## src/rtl/muldiv_sequencer.sv

```systemverilog
//------------------------------------------------------------------------------
// muldiv_sequencer
//
// Multi-cycle multiply/divide unit that owns the architectural HI/LO pair.
// A start in IDLE latches the operands. PREP converts signed operands to
// magnitudes. ITER runs 32 shift-add (multiply) or restoring-divide steps.
// FIXUP restores the signs. DONE commits the 64-bit result to HI/LO.
// mthi/mtlo writes are accepted only in IDLE.
//
// Ports:
//   clock, reset      rising-edge clock, asynchronous active-low reset
//   start, op         begin mult(00)/multu(01)/div(10)/divu(11)
//   src_a, src_b      multiplicand/dividend, multiplier/divisor
//   wr_hi, wr_lo      mthi/mtlo strobes carrying wr_data
//   busy              state is not IDLE (fetch stall)
//   done              one-cycle pulse in the commit cycle
//   div_zero          pulses with done for a zero divisor
//   hi_out, lo_out    registered architectural HI/LO
//------------------------------------------------------------------------------
`timescale 1ns/1ps
module muldiv_sequencer (
   input  logic        clock,
   input  logic        reset,
   input  logic        start,
   input  logic [1:0]  op,
   input  logic [31:0] src_a,
   input  logic [31:0] src_b,
   input  logic        wr_hi,
   input  logic        wr_lo,
   input  logic [31:0] wr_data,
   output logic        busy,
   output logic        done,
   output logic        div_zero,
   output logic [31:0] hi_out,
   output logic [31:0] lo_out
);

   typedef enum logic [2:0] {
      S_IDLE,
      S_PREP,
      S_ITER,
      S_FIXUP,
      S_DONE
   } state_t;

   state_t      state, state_nxt;

   logic [1:0]  op_q;
   logic [31:0] a_q, b_q;
   logic [31:0] opnd;      // multiplicand (mult) or divisor (div) magnitude
   logic [31:0] acc_hi;    // P_hi for multiply, remainder R for divide
   logic [31:0] acc_lo;    // P_lo for multiply, quotient Q for divide
   logic [4:0]  cnt;
   logic        neg_res;   // product / quotient must be negated
   logic        neg_rem;   // remainder must be negated (negative dividend)
   logic        dz_q;
   logic [31:0] hi_q, lo_q;

   logic        is_div, is_signed, b_zero;
   logic [31:0] a_mag, b_mag;
   logic [32:0] mul_sum, div_shift, div_diff;
   logic [63:0] prod_neg;

   assign is_div    = op_q[1];
   assign is_signed = ~op_q[0];
   assign b_zero    = (b_q == 32'd0);
   assign a_mag     = (is_signed && a_q[31]) ? -a_q : a_q;
   assign b_mag     = (is_signed && b_q[31]) ? -b_q : b_q;

   // One multiply step: conditional add into P_hi with carry kept in bit 32.
   assign mul_sum   = {1'b0, acc_hi} + {1'b0, (acc_lo[0] ? opnd : 32'd0)};
   // One divide step: {R,Q} shifted left, then a 33-bit trial subtract.
   // R < divisor keeps the shifted value below 2*divisor, so 33 bits hold
   // both the sign and the magnitude of the difference.
   assign div_shift = {acc_hi, acc_lo[31]};
   assign div_diff  = div_shift - {1'b0, opnd};
   assign prod_neg  = -{acc_hi, acc_lo};

   // NOTE: every output of this always_comb gets a default before the case,
   // so no path leaves a signal unassigned and no latch is inferred.
   always_comb begin
      state_nxt = state;
      busy      = (state != S_IDLE);
      done      = (state == S_DONE);
      div_zero  = (state == S_DONE) && dz_q;
      case (state)
         S_IDLE:  if (start) state_nxt = S_PREP;
         S_PREP:  state_nxt = (is_div && b_zero) ? S_DONE : S_ITER;
         S_ITER:  if (cnt == 5'd0) state_nxt = S_FIXUP;
         S_FIXUP: state_nxt = S_DONE;
         S_DONE:  state_nxt = S_IDLE;
         default: state_nxt = S_IDLE;
      endcase
   end

   // NOTE: all state is updated with non-blocking assignments, so every
   // right-hand side here sees the pre-edge value regardless of statement order.
   always_ff @(posedge clock or negedge reset) begin
      if (!reset) begin
         state   <= S_IDLE;
         op_q    <= 2'b00;
         a_q     <= 32'd0;
         b_q     <= 32'd0;
         opnd    <= 32'd0;
         acc_hi  <= 32'd0;
         acc_lo  <= 32'd0;
         cnt     <= 5'd0;
         neg_res <= 1'b0;
         neg_rem <= 1'b0;
         dz_q    <= 1'b0;
         hi_q    <= 32'd0;
         lo_q    <= 32'd0;
      end else begin
         state <= state_nxt;
         case (state)
            S_IDLE: begin
               if (wr_hi) hi_q <= wr_data;
               if (wr_lo) lo_q <= wr_data;
               if (start) begin
                  op_q <= op;
                  a_q  <= src_a;
                  b_q  <= src_b;
               end
            end
            S_PREP: begin
               cnt     <= 5'd31;
               neg_res <= is_signed & (a_q[31] ^ b_q[31]);
               neg_rem <= is_signed & is_div & a_q[31];
               dz_q    <= is_div & b_zero;
               acc_hi  <= 32'd0;
               if (is_div) begin
                  if (b_zero) begin
                     // Divide by zero skips ITER/FIXUP: HI = raw dividend,
                     // LO = all ones.
                     acc_hi <= a_q;
                     acc_lo <= 32'hFFFF_FFFF;
                  end else begin
                     acc_lo <= a_mag;
                     opnd   <= b_mag;
                  end
               end else begin
                  acc_lo <= b_mag;
                  opnd   <= a_mag;
               end
            end
            S_ITER: begin
               cnt <= cnt - 5'd1;
               if (is_div) begin
                  if (!div_diff[32]) begin
                     acc_hi <= div_diff[31:0];
                     acc_lo <= {acc_lo[30:0], 1'b1};
                  end else begin
                     acc_hi <= div_shift[31:0];
                     acc_lo <= {acc_lo[30:0], 1'b0};
                  end
               end else begin
                  acc_hi <= mul_sum[32:1];
                  acc_lo <= {mul_sum[0], acc_lo[31:1]};
               end
            end
            S_FIXUP: begin
               if (is_div) begin
                  // 0x80000000 / -1 wraps back to 0x80000000 here.
                  if (neg_res) acc_lo <= -acc_lo;
                  if (neg_rem) acc_hi <= -acc_hi;
               end else if (neg_res) begin
                  {acc_hi, acc_lo} <= prod_neg;
               end
            end
            S_DONE: begin
               hi_q <= acc_hi;
               lo_q <= acc_lo;
            end
            default: ;
         endcase
      end
   end

   assign hi_out = hi_q;
   assign lo_out = lo_q;

endmodule

```

## config.mk

```make
export PLATFORM = sky130hd
export DESIGN_NAME = muldiv_sequencer
export DESIGN_NICKNAME = d
export VERILOG_FILES = /design/src/rtl/muldiv_sequencer.sv
export SDC_FILE = /design/constraint.sdc
export NUM_CORES = 1
export LEC_CHECK = 0
export CAP_MARGIN = 20
export CELL_PAD_IN_SITES_DETAIL_PLACEMENT = 0
export CELL_PAD_IN_SITES_GLOBAL_PLACEMENT = 1
export CORE_MARGIN = 2
export CORE_UTILIZATION = 46
export CTS_BUF_LIST = sky130_fd_sc_hd__clkbuf_2
export CTS_CLUSTER_DIAMETER = 150
export CTS_CLUSTER_SIZE = 12
export DETAILED_ROUTE_END_ITERATION = 16
export GPL_TIMING_DRIVEN = 1
export PLACE_DENSITY_LB_ADDON = 0.1
export SKIP_LAST_GASP = 1
export SLEW_MARGIN = 20
export SYNTH_ARGS = -nofsm -noshare
export SYNTH_HDL_FRONTEND = slang
export SYNTH_SLANG_ARGS = --single-unit
```

## constraint.sdc

```tcl
create_clock -name clock -period 8.8 [get_ports clock]
set_input_delay 0.88 -clock clock [delete_from_list [all_inputs] [get_ports clock]]
set_output_delay 0.88 -clock clock [all_outputs]
set_load 0.005 [all_outputs]
```

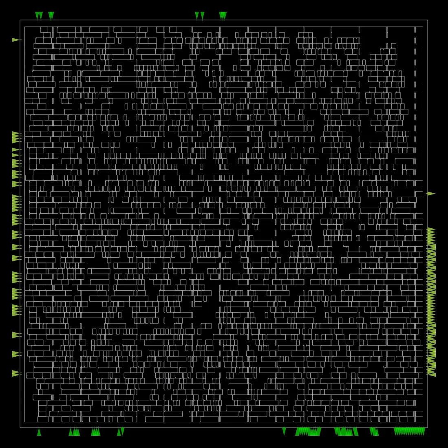
Run 1: placement view
flop share of the area: 29.5%
Fill cells: 3781

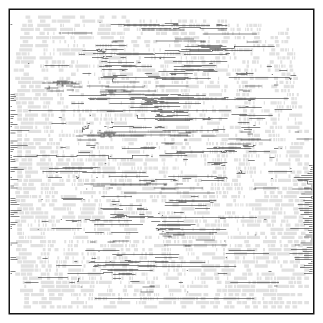
Run 1: the metal 3 layer
Scale: 1.5 px per um.
- nets with wire on the layer: 353
- wire length on this layer: 5690 um
total number of vias: 17600
GR Util met3: 5.01%
DRT Wirelength: 69100 um

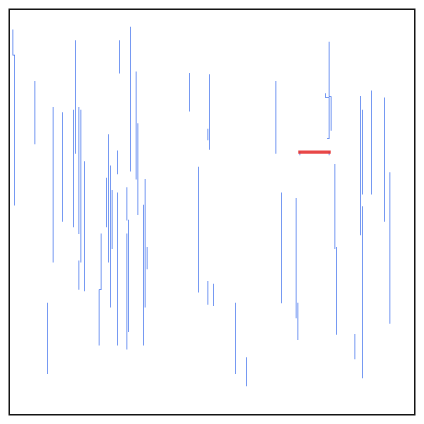
Run 1: wiring by layer
Scale: 2 px per um. Only two layers are drawn.
- red: M5 (wire length 14.7 um)
- blue: M4 (wire length 2340 um)
DR WL/cell: 24.6 um
gr usage total: 33.5%

==> qor.csv, run 1 <==
metric;value;unit
top cells, area;dfrtp_1 33%, o21ai_0 6.8%, mux2i_1 6.6%;
tool warnings;28;
cell family with most CP delay;AND-OR/OR-AND gates;
# Cells Yosys;2220;
period utilization;60.0;%
Mapped Cells;2220;
hold_sp;src_b[13];
Final Non-Filler Cells;2806;
crit path max-delay cell type;clkinv_1;
Setup WS pre-CTS;3.91;ns
Setup Skew;0.0889;ns
Crit Reg-Reg Startpoint;acc_lo[0];
antenna viol nets, final;0;
Clk pwr share;4.9;%
FF-to-FF path depth;13;
Chip Area;40800;sq um
outcome;finished, final reports clean;
P_seq;2.56;mW
CP Cell Sequence;clkinv_1, nor2_1, ha_1, o211a_1, o31ai_1, a21oi_1, o22ai_1, o41ai_1, a41oi_1, o31ai_1, a21oi_1, o31ai_1, a31oi_1;
H-Tree Depth;1;
AO/OA Area Share;23.3;%
Root Buffer;clkbuf_2;
ys async rst share;100;%
ys flops;237;
clock sink total;237;
Hold Crit Class;input port to register;
Simple Share, Synth;17.3;%
cell with the most instances after synthesis;nand2_1;
Avg Cell Area, Syn;8.12;sq um
layout cells sized above 1;5.73;%
Switching Power;5.24;mW
FP Core Util;46.6;%
crit path launch type;register;
CP endpoint kind;register;
Setup crit end;acc_hi[29];
sequential share of power;27.0;%
final core utilization;52.1;%
WP data arrival;6.14;ns
placed insts;2778;
Tmin final;5.28;ns
yosys adder share;5.08;%
total negative setup slack;0;ns
WP buf/inv;1;
first-pass GRT wire length;105000;um
# IOs;170;
XOR Share, Synth;6.02;%
P per Cell Area;471;nW/um^2
initial DRC count;1703;
Num CTS Buffers;23;
endpoints failing setup;0;
Req. time, crit path;9.66;ns
DIE HEIGHT;202;um
f_max;190;MHz
largest net degree at the start of global routing;99;
main flop type;dfrtp_1;
1st-pass router iterations;7;
EDFF count, synth;0;
top cells by count, synth;245 x nand2_1, 244 x o21ai_0, 237 x dfrtp_1;
P_comb;6.46;mW
CTS tree;built;
Logic pwr share;68.1;%
initial antenna violation count;3;
WS Path Type;register to register;
die boundary width;202;um
Mux cell area share;10.7;%
DR DRC count;0;
Final Max Slew Viols;0;
Synth warnings;0;
Port Buffer Count;169;
static leakage;8.22;nW
most frequent cells in the layout;244 x nand2_1, 244 x o21ai_0, 236 x dfrtp_1;
Critical Path Stages;13;
Clock Path Buffers;3;
max-cap violation count;0;
post-CTS setup buffers;0;
CP peak stage delay;0.91;ns
Crit path top cell by count;o31ai_1;
Cell Rows;72;
internal reg-to-reg setup slack;3.52;ns
Worst Path Max Fanout;31;
cell type with the largest total area;dfrtp_1;
Seq/Total Area, Yosys;32.9;%
clock latency on the worst-skew pair;1.00;ns
final hold viol count;0;
Synth-to-Final Area Change;11.7;%
Finished Cell Area;20100;sq um
Worst VDD drop;0.202;mV
clock input transition at the sequential cells of the worst setup and hold paths;0.28;ns
Clk power;467;uW
total power;9.49;mW
vias per inst;6.28;
Tightest Pin Transition;1.10;ns
vias in the first global route;16800;
hold buffers post-CTS;1;
leading power group;combinational cells;
core area;38600;sq um
Yosys top cell area share;32.9;%
sw frac;55.3;%
DP Area;20000;sq um
Cell Type Count;75;
RSZ-0062 raised after global routing;no;
post-layout net count;2461;
hold slack final;0.438;ns
design internal power;4.24;mW
FF-to-FF End;acc_hi[29];
Max-Slew Margin vs Limit;26.4;%
routability cong.;0.960;
Top non-seq family;AND-OR/OR-AND gates;
cts repair resizes;0;
Hold EP;b_q[13];
grt total ovfl;0;
WHS Path Cells;3;
syn nets;2395;
-- run 1: final cells by class --
class / instances / area [sq um]
Fill cell: 3781 / 18500
Sequential cell: 237 / 5930
Antenna cell: 1 / 2.50
Tap cell: 518 / 648
Clock buffer: 24 / 120
Inverter: 76 / 285
Clock inverter: 2 / 8.76
Timing Repair Buffer: 192 / 1870
Multi-Input combinational cell: 1756 / 11300
-- run 1: metal layers --
metal / vias to the layer above / track usage (%) / part of all wire [%]
met1: 8514 / 49.2 / 45
met5: - / 0 / 0.020
met3: 116 / 5.01 / 8.2
li1: 8157 / - / -
met4: 2 / 11.2 / 3.4
met2: 846 / 50.4 / 43
## Run 2: what changed since run 1
Settings changed: CORE_UTILIZATION 46 to 41.
Clock period 8.8 ns to 4.3 ns, I/O delays scaled along.
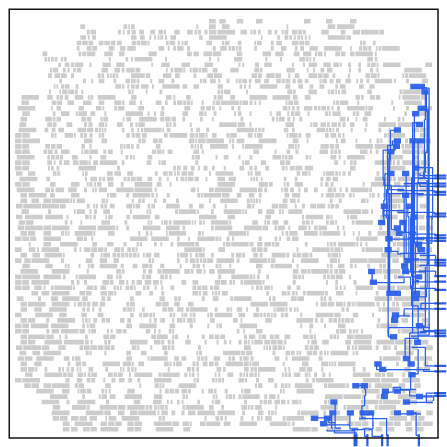
Run 2: wires at chosen ports, followed through buffers
Scale: 2 px per um.
- blue: wr_data (direction input; edge 26 right, 6 bottom; end cells 64; wire 2280 um)
# IOs: 170
Port Buffer Count: 169

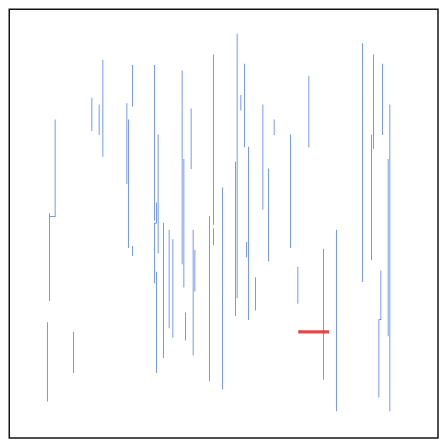
Run 2: wiring by layer
Scale: 2 px per um. Only two layers are drawn.
- blue: M4 (wire length 2630 um)
- red: M5 (wire length 13.8 um)
gr usage total: 31.7%
DRT Wirelength: 72500 um
DR WL/cell: 24.8 um
total number of vias: 17600

==> qor.csv, run 2 <==
metric;value;unit;change
Final Max Slew Viols;0;;unchanged
GR peak layer;met2;;unchanged
max-cap violation count;0;;unchanged
Crit path top cell by count;a21oi_1;;was o31ai_1
DP Area;20500;sq um;was 20000 sq um
CP Cell Sequence;inv_1, buf_12, nor2_1, ha_1, o21ai_0, o21ai_0, a21oi_1, a211oi_1, buf_4, a31oi_1, o221ai_1, a21oi_1, or4b_2, a21oi_1, a211o_1;;was clkinv_1, nor2_1, ha_1, o211a_1, o31ai_1, a21oi_1, o22ai_1, o41ai_1, a41oi_1, o31ai_1, a21oi_1, o31ai_1, a31oi_1
Max-Slew Margin vs Limit;32.2;%;was 26.4%
total negative setup slack;0;ns;unchanged
top cells by count, synth;245 x nand2_1, 244 x o21ai_0, 237 x dfrtp_1;;unchanged
first-pass GRT wire length;107000;um;was 105000 um
ys async rst share;100;%;unchanged
static leakage;8.52;nW;was 8.22 nW
nonclk buf count;249;;was 192
internal reg-to-reg setup slack;0.29;ns;was 3.52 ns
core area;43300;sq um;was 38600 sq um
post-CTS setup buffers;0;;unchanged
Avg Cell Area, Syn;8.12;sq um;unchanged
cts repair resizes;0;;unchanged
Clk power;947;uW;was 467 uW
WP buf/inv;3;;was 1
Signal inverters;76;;unchanged
Seq/Total Area, Yosys;32.9;%;unchanged
antenna viol nets, final;0;;unchanged
cell type with the largest total area;dfrtp_1;;unchanged
cell with the most instances after synthesis;nand2_1;;unchanged
Non-clock buffer share;11.7;%;was 9.30%
Clock buf/inv share;0.602;%;was 0.640%
clock sink total;237;;unchanged
uppermost routed layer;met5;;unchanged
Crit Reg-Reg Startpoint;acc_lo[0];;unchanged
Chip Area;45700;sq um;was 40800 sq um
registers;237;;unchanged
RSZ-0062 raised after global routing;no;;unchanged
outcome;finished, final reports clean;;unchanged
leading power group;combinational cells;;unchanged
clock buffers;24;;unchanged
P_seq;5.08;mW;was 2.56 mW
f_max;249;MHz;was 190 MHz
Worst Path Max Fanout;30;;was 31
sw frac;54.6;%;was 55.3%
EDFF count, synth;0;;unchanged
die boundary width;214;um;was 202 um
period utilization;93.3;%;was 60.0%
clock latency on the worst-skew pair;0.98;ns;was 1.00 ns
Fill cells;4325;;was 3781
hold_sp;src_a[7];;was src_b[13]
Root Buffer;clkbuf_2;;unchanged
# Taps;585;;was 518
metal2 WL;31300;um;was 29800 um
Worst VDD drop;0.519;mV;was 0.202 mV
crit path launch type;register;;unchanged
P per Cell Area;955;nW/um^2;was 471 nW/um^2
post-layout net count;2518;;was 2461
initial DRC count;1805;;was 1703
top cells, area;dfrtp_1 33%, o21ai_0 6.8%, mux2i_1 6.6%;;unchanged
Inserted Diodes;2;;was 1
1st-pass router iterations;6;;was 7
CP endpoint kind;register;;unchanged
FP Core Util;41.7;%;was 46.6%
CTS tree;built;;unchanged
largest net degree at the start of global routing;112;;was 99
FF-to-FF path depth;15;;was 13
endpoints failing setup;0;;unchanged
Leading cell kind;logic gates;;unchanged
Synth-to-Final Area Change;15.2;%;was 11.7%
met3 WL post-DR;5300;um;was 5690 um
Clock Path Buffers;3;;unchanged
initial antenna violation count;3;;unchanged
routability cong.;0.953;;was 0.960
layout cells sized above 1;7.47;%;was 5.73%
Cell Rows;76;;was 72
main flop type;dfrtp_1;;unchanged
clock input transition at the sequential cells of the worst setup and hold paths;0.28;ns;about the same
ys flops;237;;unchanged
Clk pwr share;4.8;%;was 4.9%
Switching Power;10.8;mW;was 5.24 mW
Setup Skew;0.0700;ns;was 0.0889 ns
Hold Crit Class;input port to register;;unchanged
WS Path Type;register to register;;unchanged
final core utilization;48.0;%;was 52.1%
cell family with most CP delay;AND-OR/OR-AND gates;;unchanged
sequential share of power;25.6;%;was 27.0%
hold slack final;0.0645;ns;was 0.438 ns
met2 Usage GRT;48.4;%;was 50.4%
Finished Cell Area;20800;sq um;was 20100 sq um
H-Tree Depth;1;;unchanged
Tmin final;4.01;ns;was 5.28 ns
Yosys top cell area share;32.9;%;unchanged
vias in the first global route;16600;;was 16800
Num CTS Buffers;23;;unchanged
GR Util met3;4.54;%;was 5.01%
register area;5930;sq um;unchanged
DR DRC count;0;;unchanged
flop share of the area;28.6;%;was 29.5%
total power;19.8;mW;was 9.49 mW
WP data arrival;4.93;ns;was 6.14 ns
multi-input combinational area share;54.2;%;was 55.9%
crit path max-delay cell type;or4b_2;;was clkinv_1
Cell Type Count;75;;unchanged
DRT met1 WL;33300;um;was 31200 um
Setup crit end;acc_hi[30];;was acc_hi[29]
Logic pwr share;69.6;%;was 68.1%
met1 global-route usage;46.0;%;was 49.2%
# Cells Yosys;2220;;unchanged
grt total ovfl;0;;unchanged
most frequent cells in the layout;244 x o21ai_0, 243 x nand2_1, 236 x dfrtp_1;;was 244 x nand2_1, 244 x o21ai_0, 236 x dfrtp_1
Req. time, crit path;5.22;ns;was 9.66 ns
hold buffers post-CTS;15;;was 1
DIE HEIGHT;214;um;was 202 um
final hold viol count;0;;unchanged
WHS Path Cells;2;;was 3
Synth warnings;0;;unchanged
design internal power;9.00;mW;was 4.24 mW
==> run 2: kinds of logic (layout without fill, tap and decap cells) <==
logic type | after synthesis | after routing | share of synthesized area (%)
other | 0 | 2 | 0
multiplexers | 184 | 184 | 10.7
XOR/XNOR | 124 | 124 | 6.02
buffers and inverters | 227 | 350 | 4.75
AND/OR/NAND/NOR | 683 | 683 | 17.3
flip-flops | 237 | 237 | 32.9
adder cells (fa/ha/maj) | 72 | 72 | 5.08
AND-OR/OR-AND | 693 | 693 | 23.3
==> run 2: per-stage QoR <==
step | std cells | setup WS, ns
3_5_place_dp | 2888 | 0.366
2_1_floorplan | 2220 | 0.533
6_report | 2930 | 0.287
4_1_cts | 2928 | 0.348
5_1_grt | 2929 | 0.000826
3_3_place_gp | 2888 | 0.391
## Run 3: what changed since run 2
Settings changed: ABC_AREA set to 1, CORE_UTILIZATION 41 to 39.
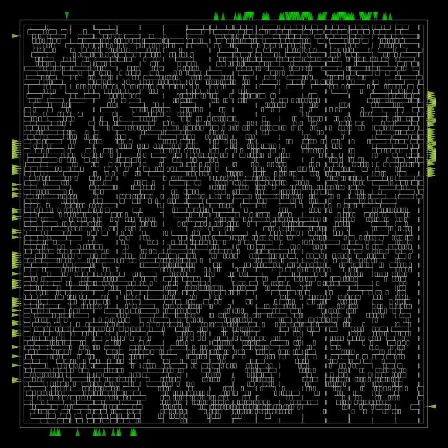
Run 3: placement view
Final Non-Filler Cells: 4644
flop share of the area: 23.3%
core area: 56300 sq um
Cell Rows: 87
# Taps: 756

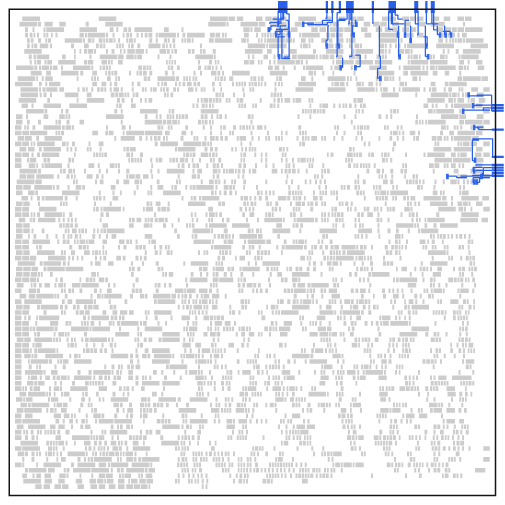
Run 3: wires at chosen ports, followed through buffers
Scale: 2 px per um.
- blue: wr_data (direction input; edge 22 top, 10 right; end cells 32; wire 692 um)

==> qor.csv, run 3 <==
metric;value;unit;change
WS Path Type;register to output pin;;was register to register
YS chip area;22200;sq um;was 18000 sq um
CP endpoint kind;output pin;;was register
met1 global-route usage;48.6;%;was 46.0%
P_seq;5.09;mW;was 5.08 mW
Synth warnings;0;;unchanged
DRT met1 WL;46100;um;was 33300 um
FP Core Util;39.4;%;was 41.7%
FF-to-FF path depth;19;;was 15
Hold EP;hi_out[2];;was a_q[7]
total negative setup slack;0;ns;unchanged
Simple Share, Synth;39.6;%;was 17.3%
XOR Share, Synth;3.40;%;was 6.02%
grt total ovfl;0;;unchanged
design internal power;9.25;mW;was 9.00 mW
Logic pwr share;75.8;%;was 69.6%
endpoints failing setup;0;;unchanged
Max-Slew Margin vs Limit;30.8;%;was 32.2%
syn nets;3881;;was 2395
internal reg-to-reg setup slack;0.82;ns;was 0.29 ns
uppermost routed layer;met5;;unchanged
crit path launch type;register;;unchanged
f_max;282;MHz;was 249 MHz
hold_sp;wr_data[2];;was src_a[7]
DRT Wirelength;109000;um;was 72500 um
Synth-to-Final Area Change;14.9;%;was 15.2%
Req. time, crit path;3.87;ns;was 5.22 ns
CP Cell Sequence;nor2_1, nand2_2, clkinv_1, clkdlybuf4s50_1;;was inv_1, buf_12, nor2_1, ha_1, o21ai_0, o21ai_0, a21oi_1, a211oi_1, buf_4, a31oi_1, o221ai_1, a21oi_1, or4b_2, a21oi_1, a211o_1
Mapped Cells;3706;;was 2220
PnR worst setup slack;0.754;ns;was 0.287 ns
Tightest Pin Transition;1.04;ns;was 1.02 ns
period utilization;82.5;%;was 93.3%
dominant logic cell type in the layout;nand2_1;;was o21ai_0
WHS Path Cells;5;;was 2
post-CTS setup buffers;0;;unchanged
# Cells Yosys;3706;;was 2220
Worst Path Max Fanout;14;;was 30
Clock Path Buffers;3;;unchanged
sw frac;63.4;%;was 54.6%
DR DRC count;0;;unchanged
Yosys top cell area share;26.8;%;was 32.9%
Setup crit end;done;;was acc_hi[30]
yosys adder share;4.13;%;was 5.08%
top cells by count, synth;1150 x nand2_1, 546 x inv_1, 506 x nor2_1;;was 245 x nand2_1, 244 x o21ai_0, 237 x dfrtp_1
metal2 WL;47100;um;was 31300 um
Setup WS pre-CTS;1.02;ns;was 0.366 ns
Chip Area;58700;sq um;was 45700 sq um
clock sink total;237;;unchanged
post-layout net count;4061;;was 2518
Finished Cell Area;25500;sq um;was 20800 sq um
WP data arrival;3.12;ns;was 4.93 ns
most frequent cells in the layout;1149 x nand2_1, 545 x inv_1, 500 x nor2_1;;was 244 x o21ai_0, 243 x nand2_1, 236 x dfrtp_1
DIE HEIGHT;242;um;was 214 um
DR WL/cell;23.4;um;was 24.8 um
ys flops;237;;unchanged
cell type with the largest total area;dfrtp_1;;unchanged
Num CTS Buffers;23;;unchanged
CP peak stage delay;0.57;ns;was 0.61 ns
1st-pass router iterations;6;;unchanged
Root Buffer;clkbuf_2;;unchanged
WP buf/inv;2;;was 3
P_comb;19.2;mW;was 13.8 mW
Tmin final;3.55;ns;was 4.01 ns
GR Util met3;6.79;%;was 4.54%
Setup Skew;0.158;ns;was 0.0700 ns
Worst VDD drop;0.859;mV;was 0.519 mV
leading power group;combinational cells;;unchanged
RSZ-0062 raised after global routing;no;;unchanged
Final Max Slew Viols;0;;unchanged
vias in the first global route;24200;;was 16600
initial antenna violation count;4;;was 3
AO/OA Area Share;13.4;%;was 23.3%
max-cap violation count;0;;unchanged
EDFF count, synth;0;;unchanged
initial DRC count;3129;;was 1805
final core utilization;45.3;%;was 48.0%
main flop type;dfrtp_1;;unchanged
Seq/Total Area, Yosys;26.8;%;was 32.9%
first-pass GRT wire length;159000;um;was 107000 um
outcome;finished, final reports clean;;unchanged
sequential share of power;20.2;%;was 25.6%
Cell Type Count;60;;was 75
clock latency on the worst-skew pair;1.16;ns;was 0.98 ns
Hold Crit Class;input port to register;;unchanged
die boundary width;242;um;was 214 um
Top non-seq family;simple AND/OR/NAND/NOR gates;;was AND-OR/OR-AND gates
met2 Usage GRT;55.8;%;was 48.4%
final hold viol count;0;;unchanged
cell with the most instances after synthesis;nand2_1;;unchanged
hold slack final;0.0105;ns;was 0.0645 ns
H-Tree Depth;1;;unchanged
DP Area;24600;sq um;was 20500 sq um
top cells, area;dfrtp_1 27%, nand2_1 19%, inv_1 9.2%;;was dfrtp_1 33%, o21ai_0 6.8%, mux2i_1 6.6%
Clk power;1.01;mW;was 947 uW
Avg Cell Area, Syn;5.98;sq um;was 8.12 sq um
tool warnings;29;;was 30
total power;25.3;mW;was 19.8 mW
# IOs;170;;unchanged
Critical Path Stages;4;;was 15
cell family with most CP delay;buffers and inverters;;was AND-OR/OR-AND gates
Port Buffer Count;169;;unchanged
static leakage;12.8;nW;was 8.52 nW
Synth Cell Area;22200;sq um;was 18000 sq um
met3 WL post-DR;9460;um;was 5300 um
Clk pwr share;4.0;%;was 4.8%
post-DP HPWL;86900;um;was 55600 um
crit path max-delay cell type;clkdlybuf4s50_1;;was or4b_2
antenna viol nets, final;0;;unchanged
CTS tree;built;;unchanged
gr usage total;36.1;%;was 31.7%
routability cong.;1.06;;was 0.953
clock input transition at the sequential cells of the worst setup and hold paths;0.23;ns;was 0.28 ns
P per Cell Area;992;nW/um^2;was 955 nW/um^2
total number of vias;25700;;was 17600
Switching Power;16.0;mW;was 10.8 mW
Crit Reg-Reg Startpoint;acc_lo[0];;unchanged
layout cells sized above 1;4.35;%;was 7.47%
Mux cell area share;0.356;%;was 10.7%
vias per inst;5.54;;was 6.00
GR peak layer;met2;;unchanged
FF-to-FF End;acc_hi[27];;was acc_hi[30]
largest net degree at the start of global routing;108;;was 112
ys async rst share;100;%;unchanged
placed insts;4545;;was 2888
run 3: cell count changes after synthesis, sizes merged, moves of 34 or more:
cell    delta
a21o      -34
buf       +45
clkbuf    -69
inv      +485
mux2      -58
mux2i    -119
nand2    +925
nand3    +290
nor2     +310
o211ai    +87
o21ai    -104
xnor2     -49
run 3: layout make-up:
class	count	area, sq um
repair buffers	282	2780
well taps	756	946
multi-input cells	2779	13600
diodes	1	2.50
flip-flops and latches	237	5930
clock inverters	2	8.76
fillers	6184	30800
clock buffers	24	120
inverters	563	2120
run 3: worst min-delay path, stage by stage:
cell	delay [ns]
clkdlybuf4s50_1	0.40
inv_1	0.05
nor2_1	0.05
nand2_1	0.05
o211ai_1	0.08
run 3: timing repair:
item	CTS	global route
hold buffers	72	0
hold endpoints to repair	226	0
setup endpoints to repair	0	0
resized	0	0
No activity file was given, so power comes from the tool's default toggle rates.
